`config.mk`:
```
export PLATFORM = sky130hd
export DESIGN_NAME = memory_arbiter_flat
export DESIGN_NICKNAME = d
export VERILOG_FILES = /design/src/rtl/memory_arbiter_pkg.sv /design/src/rtl/memory_arbiter_if.sv /design/src/rtl/memory_arbiter.sv /design/src/flat_wrapper.sv
export SDC_FILE = /design/constraint.sdc
export NUM_CORES = 1
export LEC_CHECK = 0
export ABC_AREA = 1
export ABC_CLOCK_PERIOD_IN_PS = 1300
export CAP_MARGIN = 20
export CORE_AREA = 4 4 114 127
export DETAILED_ROUTE_END_ITERATION = 16
export DIE_AREA = 0 0 118 131
export PLACE_DENSITY = 0.76
export SYNTH_ARGS = -nofsm -noshare
export SYNTH_HDL_FRONTEND = slang
export SYNTH_SLANG_ARGS = --single-unit
```
`constraint.sdc`:
```
create_clock -name PixelClk2 -period 1.3 [get_ports PixelClk2]
set_input_delay 0.39 -clock PixelClk2 [delete_from_list [all_inputs] [get_ports PixelClk2]]
set_output_delay 0.39 -clock PixelClk2 [all_outputs]
set_load 0.05 [all_outputs]
```
`src/rtl/memory_arbiter_pkg.sv`:
```
// Shared definitions for the memory arbiter and the memory adapter it feeds:
// FSM state encoding, transfer size codes and the default fairness limit.
package memory_arbiter_pkg;

  // Default number of back-to-back port-0 grants allowed while port 1 waits.
  localparam int unsigned MaxConsecDefault = 4;

  // Transfer size codes as understood by the adapter (10 also means 16-bit).
  localparam logic [1:0] SizeHalf    = 2'b00;
  localparam logic [1:0] SizeByte    = 2'b01;
  localparam logic [1:0] SizeHalfAlt = 2'b10;
  localparam logic [1:0] SizeWord    = 2'b11;

  // Operation codes on the ReadWrite line.
  localparam logic OpRead  = 1'b0;
  localparam logic OpWrite = 1'b1;

  typedef enum logic [1:0] {
    StIdle,
    StIssue,
    StBusy,
    StDone
  } arb_state_e;

endpackage

```
`src/rtl/memory_arbiter_if.sv`:
```
// Bus bundle between the two requesters (video, CPU), the arbiter and the
// memory adapter. The arbiter takes the master view; the environment
// (requesters plus adapter) takes the slave view.
interface memory_arbiter_if;

  // Port 0: video fetch.
  logic        P0Req;
  logic [24:0] P0Addr;
  logic [31:0] P0WData;
  logic [1:0]  P0Size;
  logic        P0RW;
  logic        P0Ack;

  // Port 1: CPU.
  logic        P1Req;
  logic [24:0] P1Addr;
  logic [31:0] P1WData;
  logic [1:0]  P1Size;
  logic        P1RW;
  logic        P1Ack;

  // Read data returned to whichever port is acknowledged.
  logic [31:0] RData;

  // Adapter side.
  logic [24:0] MemAddr;
  logic [31:0] MemWData;
  logic [1:0]  MemSize;
  logic        MemRW;
  logic        MemRequest;
  logic        MemReady;
  logic [31:0] MemRData;

  modport master (
    input  P0Req, P0Addr, P0WData, P0Size, P0RW,
    input  P1Req, P1Addr, P1WData, P1Size, P1RW,
    output P0Ack, P1Ack, RData,
    output MemAddr, MemWData, MemSize, MemRW, MemRequest,
    input  MemReady, MemRData
  );

  modport slave (
    output P0Req, P0Addr, P0WData, P0Size, P0RW,
    output P1Req, P1Addr, P1WData, P1Size, P1RW,
    input  P0Ack, P1Ack, RData,
    input  MemAddr, MemWData, MemSize, MemRW, MemRequest,
    output MemReady, MemRData
  );

endinterface

```
`src/rtl/memory_arbiter.sv`:
```
// Two-port memory arbiter. Port 0 (video) has priority, but after MAX_CONSEC
// consecutive port-0 grants with port 1 waiting, port 1 is served once.
// Each transaction: IDLE -> ISSUE (Request high until adapter goes busy)
// -> BUSY (wait for Ready) -> DONE (one-cycle Ack) -> IDLE.
module memory_arbiter
  import memory_arbiter_pkg::*;
#(
  parameter int unsigned MAX_CONSEC = MaxConsecDefault
) (
  input  logic             PixelClk2,
  input  logic             Reset,
  memory_arbiter_if.master bus
);

  localparam int unsigned CntW = $clog2(MAX_CONSEC + 1);
  localparam logic [CntW-1:0] MaxCnt = CntW'(MAX_CONSEC);

  arb_state_e      state_q, state_d;
  logic            grant_q, grant_d;  // 0 = port 0, 1 = port 1
  logic [CntW-1:0] cnt_q, cnt_d;
  logic [24:0]     mem_addr_q, mem_addr_d;
  logic [31:0]     mem_wdata_q, mem_wdata_d;
  logic [1:0]      mem_size_q, mem_size_d;
  logic            mem_rw_q, mem_rw_d;
  logic            mem_req_q, mem_req_d;
  logic            p0_ack_q, p0_ack_d;
  logic            p1_ack_q, p1_ack_d;
  logic [31:0]     rdata_q, rdata_d;

  logic            pick_p1;
  logic            do_grant;

  // Port 1 wins only when port 0 is silent or port 0 has used up its streak.
  assign pick_p1 = bus.P1Req && (!bus.P0Req || (cnt_q == MaxCnt));

  // Next-state, transaction latching and fairness counter.
  always_comb begin
    state_d     = state_q;
    grant_d     = grant_q;
    cnt_d       = cnt_q;
    mem_addr_d  = mem_addr_q;
    mem_wdata_d = mem_wdata_q;
    mem_size_d  = mem_size_q;
    mem_rw_d    = mem_rw_q;
    mem_req_d   = mem_req_q;
    p0_ack_d    = 1'b0;
    p1_ack_d    = 1'b0;
    rdata_d     = rdata_q;
    do_grant    = 1'b0;

    unique case (state_q)
      StIdle: begin
        // The adapter has no reset, so never issue until it reports idle.
        if (bus.MemReady && (bus.P0Req || bus.P1Req)) begin
          do_grant  = 1'b1;
          grant_d   = pick_p1;
          mem_req_d = 1'b1;
          state_d   = StIssue;
          if (pick_p1) begin
            mem_addr_d  = bus.P1Addr;
            mem_wdata_d = bus.P1WData;
            mem_size_d  = bus.P1Size;
            mem_rw_d    = bus.P1RW;
          end else begin
            mem_addr_d  = bus.P0Addr;
            mem_wdata_d = bus.P0WData;
            mem_size_d  = bus.P0Size;
            mem_rw_d    = bus.P0RW;
          end
        end
      end
      StIssue: begin
        // Adapter dropping Ready is its acceptance of the request.
        if (!bus.MemReady) begin
          mem_req_d = 1'b0;
          state_d   = StBusy;
        end
      end
      StBusy: begin
        if (bus.MemReady) begin
          rdata_d  = bus.MemRData;
          p0_ack_d = !grant_q;
          p1_ack_d = grant_q;
          state_d  = StDone;
        end
      end
      StDone: begin
        state_d = StIdle;
      end
      default: begin
        state_d = StIdle;
      end
    endcase

    // Streak counter only tracks port-0 grants made while port 1 is waiting.
    if (!bus.P1Req || (do_grant && pick_p1)) begin
      cnt_d = '0;
    end else if (do_grant && (cnt_q != MaxCnt)) begin
      cnt_d = cnt_q + 1'b1;
    end
  end

  // State and output registers with synchronous reset.
  always_ff @(posedge PixelClk2) begin
    if (Reset) begin
      state_q     <= StIdle;
      grant_q     <= 1'b0;
      cnt_q       <= '0;
      mem_addr_q  <= '0;
      mem_wdata_q <= '0;
      mem_size_q  <= '0;
      mem_rw_q    <= 1'b0;
      mem_req_q   <= 1'b0;
      p0_ack_q    <= 1'b0;
      p1_ack_q    <= 1'b0;
      rdata_q     <= '0;
    end else begin
      state_q     <= state_d;
      grant_q     <= grant_d;
      cnt_q       <= cnt_d;
      mem_addr_q  <= mem_addr_d;
      mem_wdata_q <= mem_wdata_d;
      mem_size_q  <= mem_size_d;
      mem_rw_q    <= mem_rw_d;
      mem_req_q   <= mem_req_d;
      p0_ack_q    <= p0_ack_d;
      p1_ack_q    <= p1_ack_d;
      rdata_q     <= rdata_d;
    end
  end

  assign bus.P0Ack      = p0_ack_q;
  assign bus.P1Ack      = p1_ack_q;
  assign bus.RData      = rdata_q;
  assign bus.MemAddr    = mem_addr_q;
  assign bus.MemWData   = mem_wdata_q;
  assign bus.MemSize    = mem_size_q;
  assign bus.MemRW      = mem_rw_q;
  assign bus.MemRequest = mem_req_q;

endmodule

```
`src/flat_wrapper.sv`:
```
// flat-port wrapper written by rule: the top's interface ports become plain ports
module memory_arbiter_flat import memory_arbiter_pkg::*;
#(
  parameter int unsigned MAX_CONSEC = MaxConsecDefault
)
  (PixelClk2, Reset, bus_P0Req, bus_P0Addr, bus_P0WData, bus_P0Size, bus_P0RW, bus_P1Req, bus_P1Addr, bus_P1WData, bus_P1Size, bus_P1RW, bus_P0Ack, bus_P1Ack, bus_RData, bus_MemAddr, bus_MemWData, bus_MemSize, bus_MemRW, bus_MemRequest, bus_MemReady, bus_MemRData);
  memory_arbiter_if bus_i ();
  input  logic PixelClk2;
  input  logic Reset;
  input wire logic [$bits(bus_i.P0Req)-1:0] bus_P0Req;
  input wire logic [$bits(bus_i.P0Addr)-1:0] bus_P0Addr;
  input wire logic [$bits(bus_i.P0WData)-1:0] bus_P0WData;
  input wire logic [$bits(bus_i.P0Size)-1:0] bus_P0Size;
  input wire logic [$bits(bus_i.P0RW)-1:0] bus_P0RW;
  input wire logic [$bits(bus_i.P1Req)-1:0] bus_P1Req;
  input wire logic [$bits(bus_i.P1Addr)-1:0] bus_P1Addr;
  input wire logic [$bits(bus_i.P1WData)-1:0] bus_P1WData;
  input wire logic [$bits(bus_i.P1Size)-1:0] bus_P1Size;
  input wire logic [$bits(bus_i.P1RW)-1:0] bus_P1RW;
  output wire logic [$bits(bus_i.P0Ack)-1:0] bus_P0Ack;
  output wire logic [$bits(bus_i.P1Ack)-1:0] bus_P1Ack;
  output wire logic [$bits(bus_i.RData)-1:0] bus_RData;
  output wire logic [$bits(bus_i.MemAddr)-1:0] bus_MemAddr;
  output wire logic [$bits(bus_i.MemWData)-1:0] bus_MemWData;
  output wire logic [$bits(bus_i.MemSize)-1:0] bus_MemSize;
  output wire logic [$bits(bus_i.MemRW)-1:0] bus_MemRW;
  output wire logic [$bits(bus_i.MemRequest)-1:0] bus_MemRequest;
  input wire logic [$bits(bus_i.MemReady)-1:0] bus_MemReady;
  input wire logic [$bits(bus_i.MemRData)-1:0] bus_MemRData;
  assign bus_i.P0Req = bus_P0Req;
  assign bus_i.P0Addr = bus_P0Addr;
  assign bus_i.P0WData = bus_P0WData;
  assign bus_i.P0Size = bus_P0Size;
  assign bus_i.P0RW = bus_P0RW;
  assign bus_i.P1Req = bus_P1Req;
  assign bus_i.P1Addr = bus_P1Addr;
  assign bus_i.P1WData = bus_P1WData;
  assign bus_i.P1Size = bus_P1Size;
  assign bus_i.P1RW = bus_P1RW;
  assign bus_P0Ack = bus_i.P0Ack;
  assign bus_P1Ack = bus_i.P1Ack;
  assign bus_RData = bus_i.RData;
  assign bus_MemAddr = bus_i.MemAddr;
  assign bus_MemWData = bus_i.MemWData;
  assign bus_MemSize = bus_i.MemSize;
  assign bus_MemRW = bus_i.MemRW;
  assign bus_MemRequest = bus_i.MemRequest;
  assign bus_i.MemReady = bus_MemReady;
  assign bus_i.MemRData = bus_MemRData;
  memory_arbiter #(.MAX_CONSEC(MAX_CONSEC)) u_core (.PixelClk2(PixelClk2), .Reset(Reset), .bus(bus_i));
endmodule
```
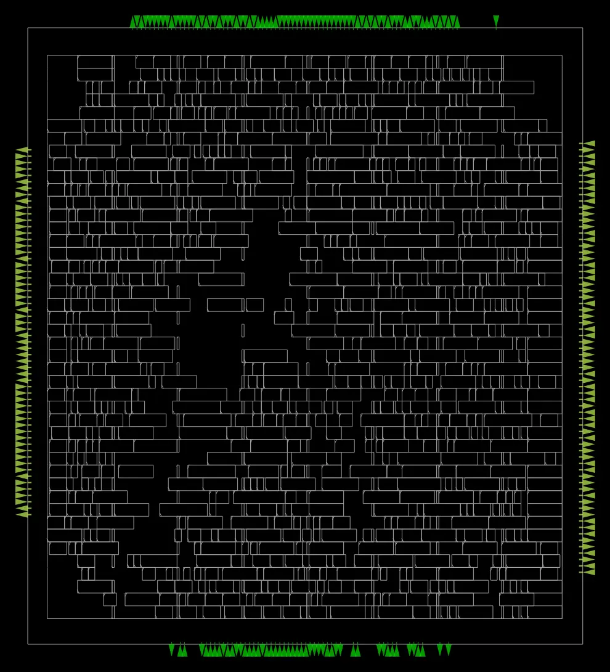
*Placed standard cells*
final design utilization: 73.0%
tap cell instance count: 161
FP Rows: 44
register fraction of the total cell area: 21.6%

==> flow_metrics.py <==
# Metrics from the implementation run
metrics = {
    "placement": {
        "placed_cell_area_sq_mm": 0.00840,
        "placed_cells_incl_taps": 1053,
        "preCtsSetupSlack_ns": -0.569,
        "detailed_place_hpwl_mm": 11.1,
    },
    "clock_network": {
        "cts.reportedPaths.clkPinSlew_ns": 0.07,
        "ctsLongestPathBuffers": 2,
        "clkSinkCount": 101,
        "htree_levels": 3,
        "clock_tree_from_tritoncts": "built",
        "cts_inserted_buffers": 9,
        "clock_insertion_delay_worst_skew_ns": 0.34,
    },
    "route": {
        "total_wire_length_after_detailed_routing_mm": 17.2,
        "detail_route.iter0.violations": 236,
        "remaining_drc_errors": 0,
        "route.detailed.wl_per_inst_microns": 15.7,
    },
    "critical_path": {
        "setup.worst_path.start_class": "flop",
        "cp.required_ns": 1.54,
        "startpoint": "u_core.state_q[0]",
        "top_family_by_delay_on_critical_path": "buffers and inverters",
        "timing.critical_path.cells": "inv_4, ha_4, inv_4, nor2_4, buf_6, buf_12, buf_16, o21a_1, nand2_1, inv_1",
        "crit_cells": 10,
        "critPathBufInv": 6,
        "end_kind": "flop",
        "reg2regPathDepth": 10,
        "worstSetupEndpoint": "u_core.bus.MemWData[23]",
        "cp_common_cell": "inv_4",
        "slowest_delay_ns": 0.35,
    },
    "global_routing": {
        "track_usage_pct": 20.6,
        "grt.busiest_layer": "met2",
        "grt_overflow": 0,
        "global_route_met3_utilization_pct": 6.07,
        "global_route_wire_length_before_repair_mm": 25.2,
        "gr-usage-met1_pct": 22.6,
        "grt_antenna_before_repair": 0,
    },
    "synth": {
        "post_synth_instance_area_sq_mm": 0.00457,
        "synthDistinctLibCells": 20,
        "post_synth_mux_area_share_pct": 0,
        "synth-compound-area-share_pct": 14.3,
        "top_area_cell": "dfxtp_1",
        "synth.logic.top_family": "simple AND/OR/NAND/NOR gates",
        "synth_simple_gate_area_share_pct": 29.7,
        "yosysCellCount": 654,
        "netlist_top_cells_area": "dfxtp_1 (44%), nand2_1 (16%), o21a_1 (9.8%), nand3_1 (7.3%), inv_1 (5.6%)",
    },
    "sta": {
        "timing.clock.skew_ns": 0.00625,
        "worst_slew_margin_rel_pct": 85.6,
        "setup_ws_ns": -0.164,
        "final.hold.worst_slack_ns": 0.473,
        "fraction_of_the_cycle_the_final_worst_path_needs_pct": 113,
        "final-setup-viol-count": 65,
        "final-hold-violation-count": 0,
        "fin_setup_tns_ns": -7.36,
        "unrepaired_setup_endpoints_after_global_routing": "true",
    },
    "floorplanning": {
        "coreArea_sq_mm": 0.0131,
        "die-area_sq_mm": 0.0155,
        "chipWidth_microns": 118,
        "floorplan.initialDensity_pct": 34.9,
        "top_level_ports": 252,
    },
    "hold_path": {
        "hold_depth": 1,
    },
    "cells_and_area": {
        "area_overhead_vs_synth_pct": 109,
        "clockBufferCount": 9,
        "largestClassByArea": "buffers",
        "comb-cell-share_pct": 24.8,
        "design_area_sq_mm": 0.00957,
        "number_of_nets_in_the_finished_design": 1092,
        "nonClockBufferCount": 305,
        "post_layout_nonfiller_instances": 1094,
    },
    "run_status": {
        "status": "complete, but fails checks",
        "violations_in_the_final_reports": "negative setup slack",
    },
    "power_and_ir_drop": {
        "pwr_density_cell_mw_per_mm2": 1790,
        "worst_ir_drop_vdd_mv": 0.710,
    },
}
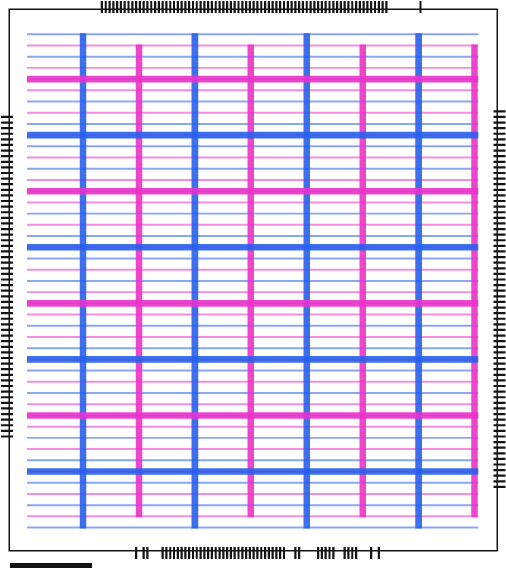
*Floorplan with the power grid*
Bar = 20 microns. Pins as bars on the die edge.
net	color
VSS	blue
VDD	magenta
met4 straps	8
met1 rails	45
met5 straps	8
signal pins	252

[synth_stat cells]
cell type / n
nand2_1: 197
dfxtp_1: 101
inv_1: 68
nand3_1: 67
nor2_1: 67
o21a_1: 60
o21ai_0: 33
buf_2: 17
clkbuf_1: 14
a21oi_1: 6
ha_1: 6
buf_1: 5
buf_4: 5
inv_2: 2
nand2_2: 1
nor2_4: 1
nor3_1: 1
nor3b_1: 1
o21ai_2: 1
xor2_1: 1
[where the power goes]
part	total (mW)	switching [mW]	internal, mW
sequential	4.57	0.705	3.86
clock	2.86	1.18	1.68
combinational	9.68	4.80	4.88
total	17.1	6.68	10.4
[cells in the final DEF (no fill, tap or decap), types with 2 or more instances in the layout]
master,n
bufinv_16,2
nand3_4,3
inv_1,62
dfxtp_2,36
o21a_1,60
buf_16,12
inv_6,2
clkbuf_16,12
nand2_4,4
nand2_2,18
buf_6,4
a21oi_1,4
a21oi_2,2
nand3_1,38
dlygate4sd2_1,3
nand3_2,26
clkinv_2,2
dfxtp_1,65
inv_4,2
clkdlybuf4s50_1,153
ha_1,3
nor2_1,63
o21ai_2,2
nor2_2,4
nand2_1,176
buf_4,22
ha_2,2
o21ai_0,23
inv_2,4
buf_12,108
o21ai_1,9
[state kept, by name (all words and copies together), names as in the netlist]
| signal | count |
|---|---|
| u_core.bus.MemAddr | 25 |
| u_core.bus.MemRW | 1 |
| u_core.bus.MemRequest | 1 |
| u_core.bus.MemSize | 2 |
| u_core.bus.MemWData | 32 |
| u_core.bus.P0Ack | 1 |
| u_core.bus.P1Ack | 1 |
| u_core.bus.RData | 32 |
| u_core.cnt_q | 3 |
| u_core.grant_q | 1 |
| u_core.state_q | 2 |
Power figures rest on the tool's default switching activity, not on a simulated workload.
